**src/rtl/ascon_pkg.sv**
```systemverilog
// ---------------------------------------------------------------------------
// ascon_pkg
//   Shared types and constants for the Ascon S-box layer scheduler.
//   - state_e       : scheduler FSM states (IDLE / RUN / DONE)
//   - COL_W         : width of one S-box column (5 bits, x0..x4)
//   - ROW_W         : width of one S-box row write (4 entries x 5 bits)
//   - ROWS          : number of S-box rows (8 rows x 4 entries = 32 entries)
//   - NWORDS        : number of 64-bit state words
//   - ascon_state_t : 5-word Ascon state, x0 in word 0 (lowest bits)
// ---------------------------------------------------------------------------
package ascon_pkg;

   localparam int unsigned COL_W   = 5;
   localparam int unsigned ROW_W   = 20;
   localparam int unsigned ROWS    = 8;
   localparam int unsigned NWORDS  = 5;
   localparam int unsigned ASCON_W = 64;

   typedef enum logic [1:0] {
      ST_IDLE = 2'd0,
      ST_RUN  = 2'd1,
      ST_DONE = 2'd2
   } state_e;

   typedef logic [NWORDS-1:0][ASCON_W-1:0] ascon_state_t;

endpackage : ascon_pkg

```
**src/rtl/ascon_sbox_sched.sv**
```systemverilog
// ---------------------------------------------------------------------------
// ascon_sbox_sched
//   Applies a 5-bit S-box to every column of a 5-word state, one column per
//   clock, using an external 8x4x5 S-box with a combinational read port.
//   The S-box contents are rewritable one row (4 entries) at a time.
//
//   Optional feature (compile-time macro ASCON_SBOX_SCHED_STATS_EN):
//     defined   -> stat_layers_o counts completed output handshakes (wraps)
//     undefined -> stat_layers_o tied to 0, no counter present
//
// Ports
//   clk, rst_n         clock (rising edge), asynchronous active-low reset
//   in_valid_i/ready_o state-in handshake, in_state_i = {x4,..,x0}
//   out_valid_o/ready_i result handshake, out_state_o same packing
//   cfg_valid_i/ready_o S-box row write request (cfg_row_i, cfg_data_i)
//   flush_i            synchronous abort back to IDLE
//   sbox_update_o, sbox_addr_o, sbox_wdata_o, sbox_rdata_i  S-box port
//   stat_layers_o      completed-layer count
// ---------------------------------------------------------------------------
module ascon_sbox_sched
   import ascon_pkg::*;
#(
   parameter int unsigned NCOL = 64
) (
   input  logic                 clk,
   input  logic                 rst_n,

   input  logic                 in_valid_i,
   output logic                 in_ready_o,
   input  logic [5*NCOL-1:0]    in_state_i,

   output logic                 out_valid_o,
   input  logic                 out_ready_i,
   output logic [5*NCOL-1:0]    out_state_o,

   input  logic                 cfg_valid_i,
   output logic                 cfg_ready_o,
   input  logic [2:0]           cfg_row_i,
   input  logic [ROW_W-1:0]     cfg_data_i,

   input  logic                 flush_i,

   output logic                 sbox_update_o,
   output logic [COL_W-1:0]     sbox_addr_o,
   output logic [ROW_W-1:0]     sbox_wdata_o,
   input  logic [COL_W-1:0]     sbox_rdata_i,

   output logic [15:0]          stat_layers_o
);

   localparam int unsigned CNT_W = $clog2(NCOL);
   localparam logic [CNT_W-1:0] LAST_COL = CNT_W'(NCOL - 1);

   typedef logic [NWORDS-1:0][NCOL-1:0] words_t;

   state_e           state_q;
   logic [CNT_W-1:0] col_q;
   words_t           src_q;
   words_t           res_q;
   logic             out_valid_q;

   logic             idle;
   logic             cfg_fire;
   logic             in_fire;
   logic [COL_W-1:0] col_addr;

   assign idle        = (state_q == ST_IDLE);
   assign cfg_ready_o = idle;
   assign in_ready_o  = idle && !cfg_valid_i;

   // rst_n gates the write strobe so that a request held during reset
   // never reaches the S-box; flush likewise suppresses the write.
   assign cfg_fire = idle && cfg_valid_i && rst_n && !flush_i;
   assign in_fire  = in_valid_i && in_ready_o;

   assign out_valid_o = out_valid_q;
   assign out_state_o = res_q;

   // Column address: x0 bit is the MSB of the S-box index.
   always_comb begin
      col_addr = '0;
      for (int unsigned w = 0; w < NWORDS; w++) begin
         col_addr[COL_W-1-w] = src_q[w][col_q];
      end
   end

   always_comb begin
      sbox_addr_o = '0;
      if (cfg_fire) begin
         sbox_addr_o = {cfg_row_i, 2'b00};
      end else if (state_q == ST_RUN) begin
         sbox_addr_o = col_addr;
      end
   end

   assign sbox_update_o = cfg_fire;
   assign sbox_wdata_o  = cfg_fire ? cfg_data_i : '0;

   // Scheduler FSM with registered out_valid.
   always_ff @(posedge clk or negedge rst_n) begin
      if (!rst_n) begin
         state_q     <= ST_IDLE;
         col_q       <= '0;
         src_q       <= '0;
         res_q       <= '0;
         out_valid_q <= 1'b0;
      end else if (flush_i) begin
         state_q     <= ST_IDLE;
         col_q       <= '0;
         out_valid_q <= 1'b0;
      end else begin
         case (state_q)
            ST_IDLE: begin
               if (in_fire) begin
                  src_q   <= in_state_i;
                  col_q   <= '0;
                  state_q <= ST_RUN;
               end
            end
            ST_RUN: begin
               for (int unsigned w = 0; w < NWORDS; w++) begin
                  res_q[w][col_q] <= sbox_rdata_i[COL_W-1-w];
               end
               if (col_q == LAST_COL) begin
                  state_q     <= ST_DONE;
                  out_valid_q <= 1'b1;
               end else begin
                  col_q <= col_q + 1'b1;
               end
            end
            ST_DONE: begin
               if (out_ready_i) begin
                  state_q     <= ST_IDLE;
                  out_valid_q <= 1'b0;
               end
            end
            default: begin
               state_q     <= ST_IDLE;
               out_valid_q <= 1'b0;
            end
         endcase
      end
   end

`ifdef ASCON_SBOX_SCHED_STATS_EN
   logic [15:0] stat_q;

   always_ff @(posedge clk or negedge rst_n) begin
      if (!rst_n) begin
         stat_q <= '0;
      end else if (!flush_i && out_valid_q && out_ready_i) begin
         stat_q <= stat_q + 16'd1;
      end
   end

   assign stat_layers_o = stat_q;
`else
   assign stat_layers_o = '0;
`endif

endmodule : ascon_sbox_sched
```
**config.mk**
```make
export PLATFORM = sky130hd
export DESIGN_NAME = ascon_sbox_sched
export DESIGN_NICKNAME = d
export VERILOG_FILES = /design/src/rtl/ascon_pkg.sv /design/src/rtl/ascon_sbox_sched.sv
export SDC_FILE = /design/constraint.sdc
export NUM_CORES = 1
export LEC_CHECK = 0
export CAP_MARGIN = 20
export CORE_AREA = 2 2 279 281
export CTS_CLUSTER_DIAMETER = 80
export CTS_CLUSTER_SIZE = 10
export DETAILED_ROUTE_END_ITERATION = 8
export DIE_AREA = 0 0 281 283
export MAX_ROUTING_LAYER = met4
export PLACE_DENSITY_LB_ADDON = 0.15
export SLEW_MARGIN = 10
export SYNTH_ARGS = -nofsm -noshare
export SYNTH_HDL_FRONTEND = slang
export SYNTH_SLANG_ARGS = --single-unit
```
**constraint.sdc**
```tcl
create_clock -name clk -period 2.47 [get_ports clk]
set_input_delay 0.3705 -clock clk [delete_from_list [all_inputs] [get_ports clk]]
set_output_delay 0.3705 -clock clk [all_outputs]
set_load 0.03 [all_outputs]
```
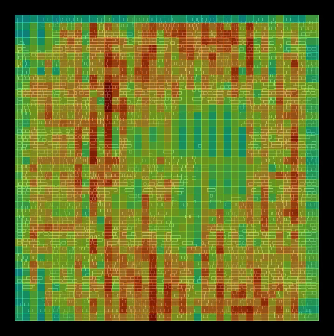
Fig. 1. Track usage over the die (run 1).
M2 GR Usage: 0.403
GR Util met1: 0.296
post-DR wirelength/cell: 25.3 um
GRT Util Overall: 0.239

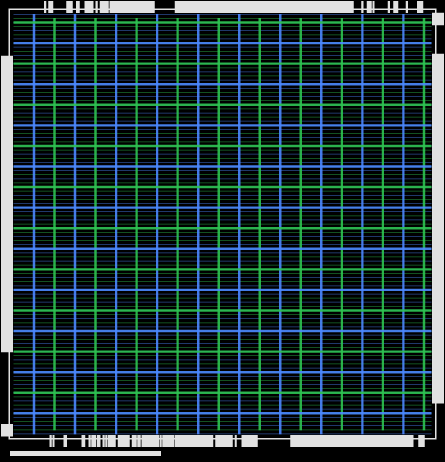
Fig. 2. Power grid (run 1).
Bar = 100 um. Pins as bars on the die edge.
green -> VDD
blue -> VSS
met5 straps = 20
signal pins = 719
met4 straps = 20
rows = 102
met1 rails = 103
Worst VDD drop: 0.458 mV
Core Region: 0.0767 mm2

==> impl_metrics.py, run 1 <==
# Physical implementation metrics
metrics = {
    "synth": {
        "ys_seq_frac": 0.585,
        "synth_flops": 649,
        "syn_area_mm2": 0.0278,
        "synth-area-yosys_mm2": 0.0278,
        "synth.lib_cells_used.distinct": 60,
        "synthArstFlopShare": 1.00,
        "ys_warn_count": 0,
        "netlist_top_cells_area": "dfrtp_1 59%, mux2_2 22%, mux2_1 4.3%",
        "syn_inst": 1852,
        "synth-edff-count": 0,
    },
    "detailed_routing": {
        "drtPass1Iterations": 7,
        "vias": 18551,
        "drt-initial-drc-count": 848,
        "drt_wl_total_um": 93900,
    },
    "final_timing": {
        "fin_ws_ns": -0.887,
        "finalCriticalPeriod_ns": 3.36,
        "skew_ns": 0.0334,
        "finalSetupViolations": 5,
        "min_period_over_period": 1.36,
    },
    "worst_setup_path": {
        "worstPathArrival_ns": 2.99,
        "path_class": "register to output port",
        "reg2reg_depth": 8,
    },
    "clocking": {
        "cts_tree": "built",
        "htreeDepth": 3,
        "cts.sinks": 649,
    },
    "floorplan": {
        "n_tap_cell": 1040,
    },
    "cells_and_area": {
        "inverters_excl_clock": 5,
        "nonClkBufAreaFrac": 0.221,
        "post-route-util": 0.511,
    },
    "job": {
        "warning_count": 39,
        "maxCapViolCount": 0,
    },
    "placement": {
        "port_buffers": 702,
        "globalplace.congestion": 0.833,
    },
    "power": {
        "powerDensity_mw_per_mm2": 668,
    },
    "grt": {
        "grt_max_degree": 154,
        "first_global_vias": 19805,
        "grt-ovfl-total": 0,
    },
    "outcome": {
        "violations": "negative setup slack",
        "status": "finished with violations",
    },
}
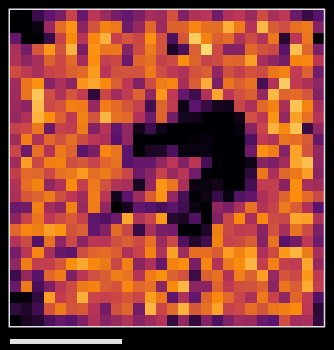
Fig. 3. Cell area per tile (run 1).
Bar = 100 um. The die is cut into 28 by 28 equal tiles; black is low, pale yellow is high, 0 to 100% covered.
emptiest ninth of the die = centre
fullest tile = 92%
tiles over 75% full = 9.1%
nearly empty tiles = 5.9%
mean over tiles = 48%

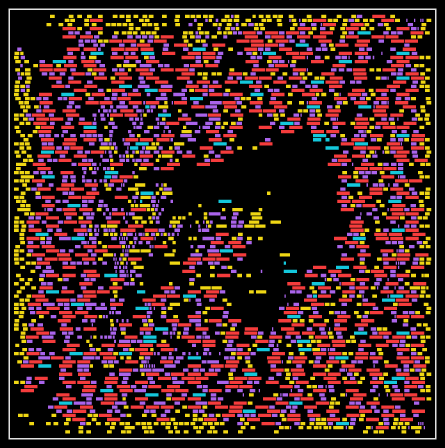
Fig. 4. Placement by cell class (run 1).
yellow -> remaining buffers and delay cells  # cells 848, share of their area 23%
purple -> remaining logic cells  # cells 1083, share of their area 29%
red -> registers  # cells 649, share of their area 43%
cyan -> clock drivers and dummy loads  # cells 85, share of their area 5.3%
Seq/total area: 0.415
post-route cell area: 0.0392 mm2
num rows: 102

-- run 1: final timing paths --
path                            slack [ns]        startpoint          endpoint
worst max-delay path                 -0.89          col_q[0]    sbox_addr_o[2]
worst min-delay path                  0.26             rst_n    out_state_o[6]
worst max register to register        0.09          col_q[2]   out_state_o[71]
worst min register to register        0.49  out_state_o[214]  out_state_o[214]
max in group asynchronous             0.58             rst_n        src_q[299]
min in group clk                      0.35   in_state_i[256]        src_q[256]
-- run 1: logic make-up (layout without fill, tap and decap cells) --
group,Yosys count,after routing,share of synthesized area
multiplexers,732,732,0.311
flip-flops,649,649,0.585
AND/OR/NAND/NOR,195,195,0.0362
buffers and inverters,140,938,0.0330
AND-OR/OR-AND,130,130,0.0330
XOR/XNOR,4,4,0.00126
adder cells (fa/ha/maj),1,1,0.000451
other,1,26,0.000135
-- run 1: cells in the final DEF (no fill, tap or decap), types with 7 or more instances in the layout --
master / netlist / layout
clkdlybuf4s50_1: 0 / 668
dfrtp_1: 649 / 644
mux2_2: 544 / 544
mux2_1: 106 / 106
buf_4: 25 / 105
nand2_1: 81 / 81
clkbuf_16: 0 / 79
mux2i_1: 43 / 40
buf_12: 0 / 40
mux4_2: 39 / 39
nor2_1: 30 / 23
a21oi_1: 24 / 19
buf_6: 36 / 19
conb_1: 1 / 16
o22ai_1: 18 / 15
nor2_4: 8 / 14
o21ai_0: 17 / 13
and2_1: 23 / 11
and2_4: 0 / 11
diode_2: 0 / 10
a221o_1: 10 / 10
a221oi_1: 14 / 8
nor2_2: 7 / 8
nand2b_1: 8 / 7
a22oi_1: 8 / 7
a221oi_2: 1 / 7
-- run 1: power by group --
part / switching (mW) / total, mW / internal [mW]
registers: 0.758 / 12.7 / 11.9
logic: 1.59 / 3.81 / 2.22
clock network: 4.21 / 9.69 / 5.48
-- run 1: critical path, stage by stage (launching register included) --
cell and delay [ns]:
dfrtp_4 0.55, buf_8 0.17, buf_12 0.12, or2_1 0.36
o22ai_1 0.27, a21oi_2 0.06, o21ai_1 0.16, o31ai_1 0.10
o211ai_1 0.30, clkbuf_16 0.26
-- run 1: timing repair --
| item | in CTS | in global routing |
|---|---|---|
| buffers inserted | 0 | 29 |
| endpoints found under the hold margin | 136 | 0 |
| setup endpoints to repair | 27 | 27 |
| resized | 19 | 70 |
| cloned | 0 | 2 |
| pin swaps | 5 | 31 |
| hold buffers | 2 | 0 |
-- run 1: metal layers --
layer,global-route usage,wire [um]
met1,0.296,39300
met2,0.403,47400
met4,0.0541,1860
met3,0.0492,5380
met5,-,0
-- run 1: sequential cells by signal (all words and copies together) (netlist names) --
name	flops
state_q	2
src_q	320
out_valid_o	1
col_q	6
out_state_o	320
-- run 1: stage by stage --
step                      instance area [um2]  setup TNS [ns]  cells  hold WS, ns
after floorplan                         27800               0   1867       0.0749
after global placement                  36500           -1.20   3587        0.199
after detailed placement                36500           -1.13   3587        0.202
after CTS                               38600           -4.13   3674        0.229
after global routing                    39200           -5.14   3715        0.264
final                                   39200           -3.94   3715        0.264
==> run 2: changes to the inputs <==
--- a/config.mk
+++ b/config.mk
@@ -11,6 +11,7 @@
 export CTS_CLUSTER_SIZE = 10
 export DETAILED_ROUTE_END_ITERATION = 8
 export DIE_AREA = 0 0 281 283
+export GPL_TIMING_DRIVEN = 0
 export MAX_ROUTING_LAYER = met4
 export PLACE_DENSITY_LB_ADDON = 0.15
 export SLEW_MARGIN = 10
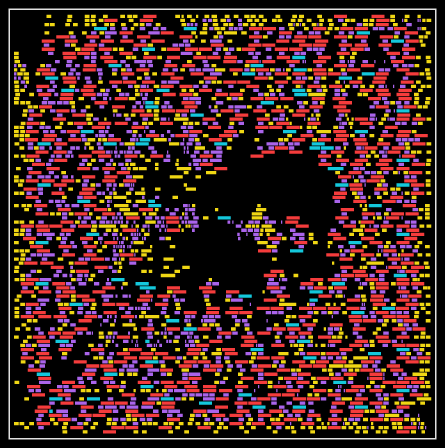
Fig. 5. Placement by cell class (run 2).
red -> registers  # cells 649, share of their area 42%
yellow -> remaining buffers and delay cells  # cells 908, share of their area 24%
purple -> remaining logic cells  # cells 1083, share of their area 28%
cyan -> clock drivers and dummy loads  # cells 85, share of their area 5.3%
Layout Utilization: 0.523
Seq/total area: 0.405
post-route cell area: 0.0401 mm2

==> impl_metrics.py, run 2 <==
# Physical implementation metrics
metrics = {
    "synth": {
        "ys_sh_mux": 0.311,
        "simple_gate_share": 0.0362,
        "ys_top_logic_family": "multiplexers",
        "syn_inst": 1852,
        "synth-area-yosys_mm2": 0.0278,
        "ys_seq_frac": 0.585,
        "ys_warn_count": 0,
        "synth_flops": 649,
        "netlist_top_cells_area": "dfrtp_1 59%, mux2_2 22%, mux2_1 4.3%",
        "synth-edff-count": 0,
        "synthArstFlopShare": 1.00,
        "syn_area_mm2": 0.0278,
    },
    "worst_setup_path": {
        "r2r_slack_ns": 0.08,
        "critPathMaxStageDelay_ns": 0.44,
        "worstPathArrival_ns": 2.86,
        "slowest_stage": "dfrtp_2",
        "reg2reg_depth": 9,
        "path_cells": "buf_12 -> buf_16 -> nor2b_1 -> clkbuf_8 -> a221o_1 -> a21oi_2 -> o21ai_1 -> o31ai_1 -> o211ai_1 -> buf_4",
        "r2r-end": "out_state_o[311]",
        "cp_top_family": "AND-OR/OR-AND gates",
    },
    "cells_and_area": {
        "stdcell_count": 3790,
    },
    "detailed_routing": {
        "drt-initial-drc-count": 845,
        "vias": 19146,
        "routedWlPerCell_um": 27.3,
    },
    "placement": {
        "dp_cells": 3612,
        "port_buffers": 697,
    },
    "final_timing": {
        "min_period_over_period": 1.31,
        "finalSetupViolations": 5,
        "fin_ws_ns": -0.758,
    },
    "grt": {
        "first_global_vias": 20561,
        "grt_max_degree": 114,
        "grt-ovfl-total": 0,
    },
    "outcome": {
        "violations": "negative setup slack",
        "status": "finished with violations",
    },
    "clocking": {
        "cts_tree": "built",
        "cts.sinks": 649,
        "htreeDepth": 3,
    },
    "job": {
        "warning_count": 34,
    },
    "power": {
        "powerDensity_mw_per_mm2": 663,
        "irDropWorstVdd_mv": 0.432,
    },
    "floorplan": {
        "num_rows": 102,
        "core_area_mm2": 0.0767,
    },
}
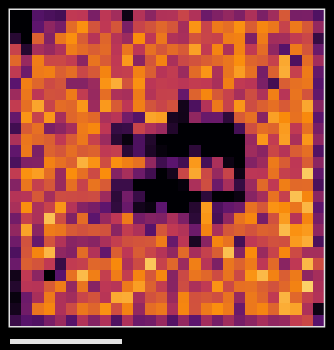
Fig. 6. Cell area per tile (run 2).
Bar = 100 um. The die is cut into 28 by 28 equal tiles; black is low, pale yellow is high, 0 to 100% covered.
mean over tiles = 49%
tiles over 75% full = 9.1%
fullest tile = 90%

## run 2: timing repair
| action | CTS | global route |
|---|---|---|
| pin swaps | 25 | 13 |
| buffers inserted | 37 | 9 |
| endpoints found under the hold margin | 104 | 0 |
| resized | 330 | 45 |
| gates cloned | 10 | 3 |
| hold buffers | 10 | 0 |
| setup endpoints to repair | 349 | 164 |
## run 2: report_power, final
group / switching (mW) / total (mW) / internal (mW) / leakage [nW]
sequential: 0.658 / 12.6 / 11.9 / 8.37
combinational: 1.73 / 4.06 / 2.33 / 8.24
clock: 4.33 / 9.95 / 5.63 / 1.01
total: 6.72 / 26.6 / 19.9 / 17.6
## run 2: metal layers
layer | share of wire | GRT usage | vias up
li1 | - | - | 8417
met1 | 0.39 | 0.309 | 10020
met4 | 0.020 | 0.0576 | 0
met5 | 0 | - | -
met2 | 0.52 | 0.462 | 593
met3 | 0.066 | 0.0687 | 116
## run 2: worst max path at each step
stage / cells past startpoint / from / to
final: 10 / col_q[0] / sbox_addr_o[2]
after global routing: 9 / col_q[0] / sbox_addr_o[3]
after CTS: 8 / col_q[0] / sbox_addr_o[1]
after detailed placement: 9 / rst_n / sbox_addr_o[2]
after global placement: 1 / rst_n / src_q[90]
after floorplan: 9 / col_q[0] / sbox_addr_o[0]
## run 2: worst register-to-register path, cell delays in order, from the launching register on
cell     delay (ns)
dfrtp_2        0.42
buf_12         0.16
buf_4          0.14
buf_16         0.13
nand2_1        0.15
nor2_4         0.22
nand2_2        0.28
nor3_4         0.29
buf_12         0.15
mux2_2         0.32
## run 2: logic make-up after synthesis
kind of cell    count (synthesis)
xor+xnor                        4
simple gates                  195
fa+ha+maj                       1
other cells                     1
compound gates                130
buf+inv                       140
mux                           732
flops                         649
## run 2: stage by stage
step / setup slack (ns) / instance area [um2] / TNS [ns] / hold slack (ns)
2_1_floorplan: 0.122 / 27800 / 0 / 0.0749
3_3_place_gp: -27.77 / 36100 / - / 0.469
3_5_place_dp: -2.03 / 36300 / -153.62 / 0.356
4_1_cts: -0.765 / 39800 / -3.89 / 0.00782
5_1_grt: -0.842 / 40100 / -4.44 / 0.0340
6_report: -0.758 / 40100 / -3.52 / 0.0397
## run 2: final cells by class
type / count / area (um2)
Fill cell: 6508 / 36600
Sequential cell: 649 / 16200
Multi-Input combinational cell: 1078 / 11000
Timing Repair Buffer: 773 / 8190
Clock buffer: 77 / 1920
Tap cell: 1040 / 1300
Buffer: 135 / 1220
Clock inverter: 8 / 149
Antenna cell: 25 / 62.6
Inverter: 5 / 22.5
==> run 3: changes to the inputs <==
--- a/config.mk
+++ b/config.mk
@@ -18,3 +18,4 @@
 export SYNTH_ARGS = -nofsm -noshare
 export SYNTH_HDL_FRONTEND = slang
 export SYNTH_SLANG_ARGS = --single-unit
+export TNS_END_PERCENT = 10
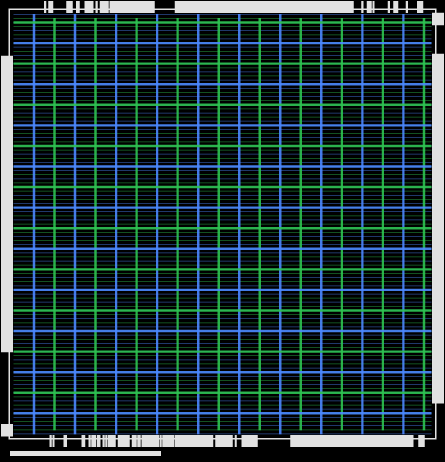
Fig. 7. Power grid (run 3).
Bar = 100 um. Pins as bars on the die edge.
blue -> VSS
green -> VDD
rows = 102
met5 straps = 20
signal pins = 719
met4 straps = 20
met1 rails = 103
width of the die: 281 um
Die Y-Extent: 283 um
Worst VDD drop: 0.431 mV

==> impl_metrics.py, run 3 <==
# Physical implementation metrics
metrics = {
    "power": {
        "power.share.switching": 0.253,
        "pwr-share-seq": 0.473,
        "p_int_mw": 19.9,
        "powerDensity_mw_per_mm2": 665,
        "switching_power_mw": 6.72,
        "comb_power_share": 0.153,
        "clkPwrFrac": 0.374,
    },
    "detailed_routing": {
        "drt-initial-drc-count": 738,
        "vias": 19065,
        "routedWlPerCell_um": 27.4,
    },
    "clocking": {
        "cts_tree": "built",
        "htreeDepth": 3,
    },
    "floorplan": {
        "io_pins": 719,
        "core_area_mm2": 0.0767,
        "num_rows": 102,
    },
    "synth": {
        "syn_inst": 1852,
        "synth-edff-count": 0,
        "netlist_top_cells_area": "dfrtp_1 59%, mux2_2 22%, mux2_1 4.3%",
        "ys_warn_count": 0,
        "synth_flops": 649,
        "synthArstFlopShare": 1.00,
        "syn_area_mm2": 0.0278,
        "ys_seq_frac": 0.585,
        "synth-area-yosys_mm2": 0.0278,
    },
    "worst_setup_path": {
        "endpoint_kind": "output port",
        "worstPathArrival_ns": 2.87,
    },
    "grt": {
        "grt_max_degree": 114,
        "first_global_vias": 20520,
    },
    "cells_and_area": {
        "stdcell_count": 3776,
    },
    "final_timing": {
        "min_period_over_period": 1.31,
        "fin_ws_ns": -0.773,
        "finalSetupViolations": 11,
    },
    "job": {
        "warning_count": 34,
    },
    "placement": {
        "dp_cells": 3612,
        "port_buffers": 697,
    },
    "outcome": {
        "status": "finished with violations",
        "violations": "negative setup slack",
    },
}
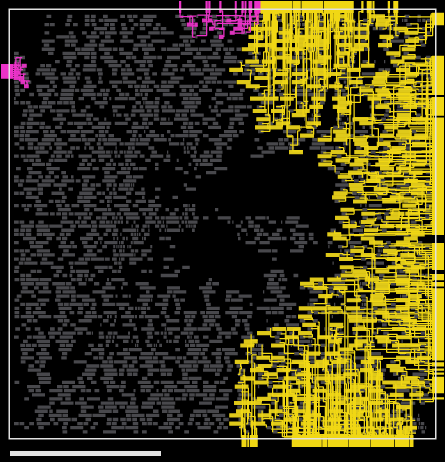
Fig. 8. Nets reached from selected ports (run 3).
Bar = 100 um.
yellow -> out_state_o  # direction output, edge 157 right, 90 bottom, 73 top, end cells 320, buffers 320, wire 15900 um
magenta -> sbox_wdata_o  # direction output, edge 13 top, 7 left, end cells 20, buffers 20, wire 424 um

[run 3: path summary, 6_finish.rpt]
| path | endpoint | depth (start not counted) | slack (ns) | from |
|---|---|---|---|---|
| setup / recovery | sbox_addr_o[3] | 10 | -0.77 | col_q[0] |
| hold / removal | src_q[44] | 4 | 0.04 | rst_n |
| setup reg to reg | out_state_o[314] | 7 | -0.03 | state_q[1] |
| hold reg to reg | src_q[293] | 1 | 0.49 | src_q[293] |
| max in group asynchronous | src_q[287] | 4 | 1.32 | rst_n |
| min in group clk | src_q[292] | 2 | 0.34 | in_state_i[292] |
[run 3: worst max-delay path, stage by stage (launching register included)]
cell,delay (ns)
dfrtp_2,0.44
buf_12,0.14
buf_16,0.14
nor2b_4,0.21
clkbuf_8,0.24
a22o_1,0.30
a22oi_2,0.08
o21ai_2,0.20
a32oi_1,0.15
o21ai_1,0.13
buf_4,0.20
[run 3: final cells by class]
cell class | instances | area share
inverters | 5 | 0.000627
diodes | 24 | 0.00150
multi-input cells | 1078 | 0.276
flip-flops and latches | 649 | 0.407
clock inverters | 8 | 0.00373
plain buffers | 135 | 0.0305
repair buffers | 760 | 0.200
well taps | 1040 | 0.0326
clock buffers | 77 | 0.0480
[run 3: per-stage QoR]
stage | total power [mW] | setup WS (ns) | TNS, ns | hold slack (ns) | cell area [um2]
floorplan | 14.7 | 0.122 | 0 | 0.0749 | 27800
global placement | 16.4 | -27.77 | - | 0.469 | 36100
detailed placement | 16.5 | -2.03 | -153.62 | 0.356 | 36300
CTS | 26.8 | -0.765 | -27.33 | 0.00782 | 39600
global route | 27.7 | -0.851 | -6.64 | 0.0327 | 39900
finish | 26.6 | -0.773 | -3.63 | 0.0383 | 39900
[run 3: repair_timing]
action | 4_1_cts | 5_1_grt
buffers inserted | 25 | 10
setup endpoints to repair | 349 | 270
hold endpoints to repair | 104 | 0
hold buffers | 10 | 0
pin swaps | 18 | 12
gates resized | 327 | 60
gates cloned | 10 | 1
[run 3: cell families (layout without fill, tap and decap cells)]
group	count (synthesis)	in the layout	synth area share
muxes	732	732	0.311
DFF	649	649	0.585
and+or+nand+nor	195	195	0.0362
buffers and inverters	140	985	0.0330
AOI/OAI and AO/OA	130	130	0.0330
xor gates and xnor gates	4	4	0.00126
adders and majority gates	1	1	0.000451
other	1	40	0.000135
[run 3: layer usage]
| layer | part of all wire | GRT usage |
|---|---|---|
| met5 | 0 | - |
| met4 | 0.020 | 0.0611 |
| met3 | 0.068 | 0.0689 |
| met2 | 0.52 | 0.459 |
| met1 | 0.39 | 0.309 |
[run 3: power groups by stage]
stage	clock, mW	sequential [mW]	combinational (mW)
floorplan	0	12.6	2.07
global placement	0	12.7	3.65
detailed placement	0	12.7	3.77
CTS	10.2	12.5	4.06
global route	10.7	12.7	4.34
finish	9.95	12.6	4.06
Power and IR drop assume default switching activity.
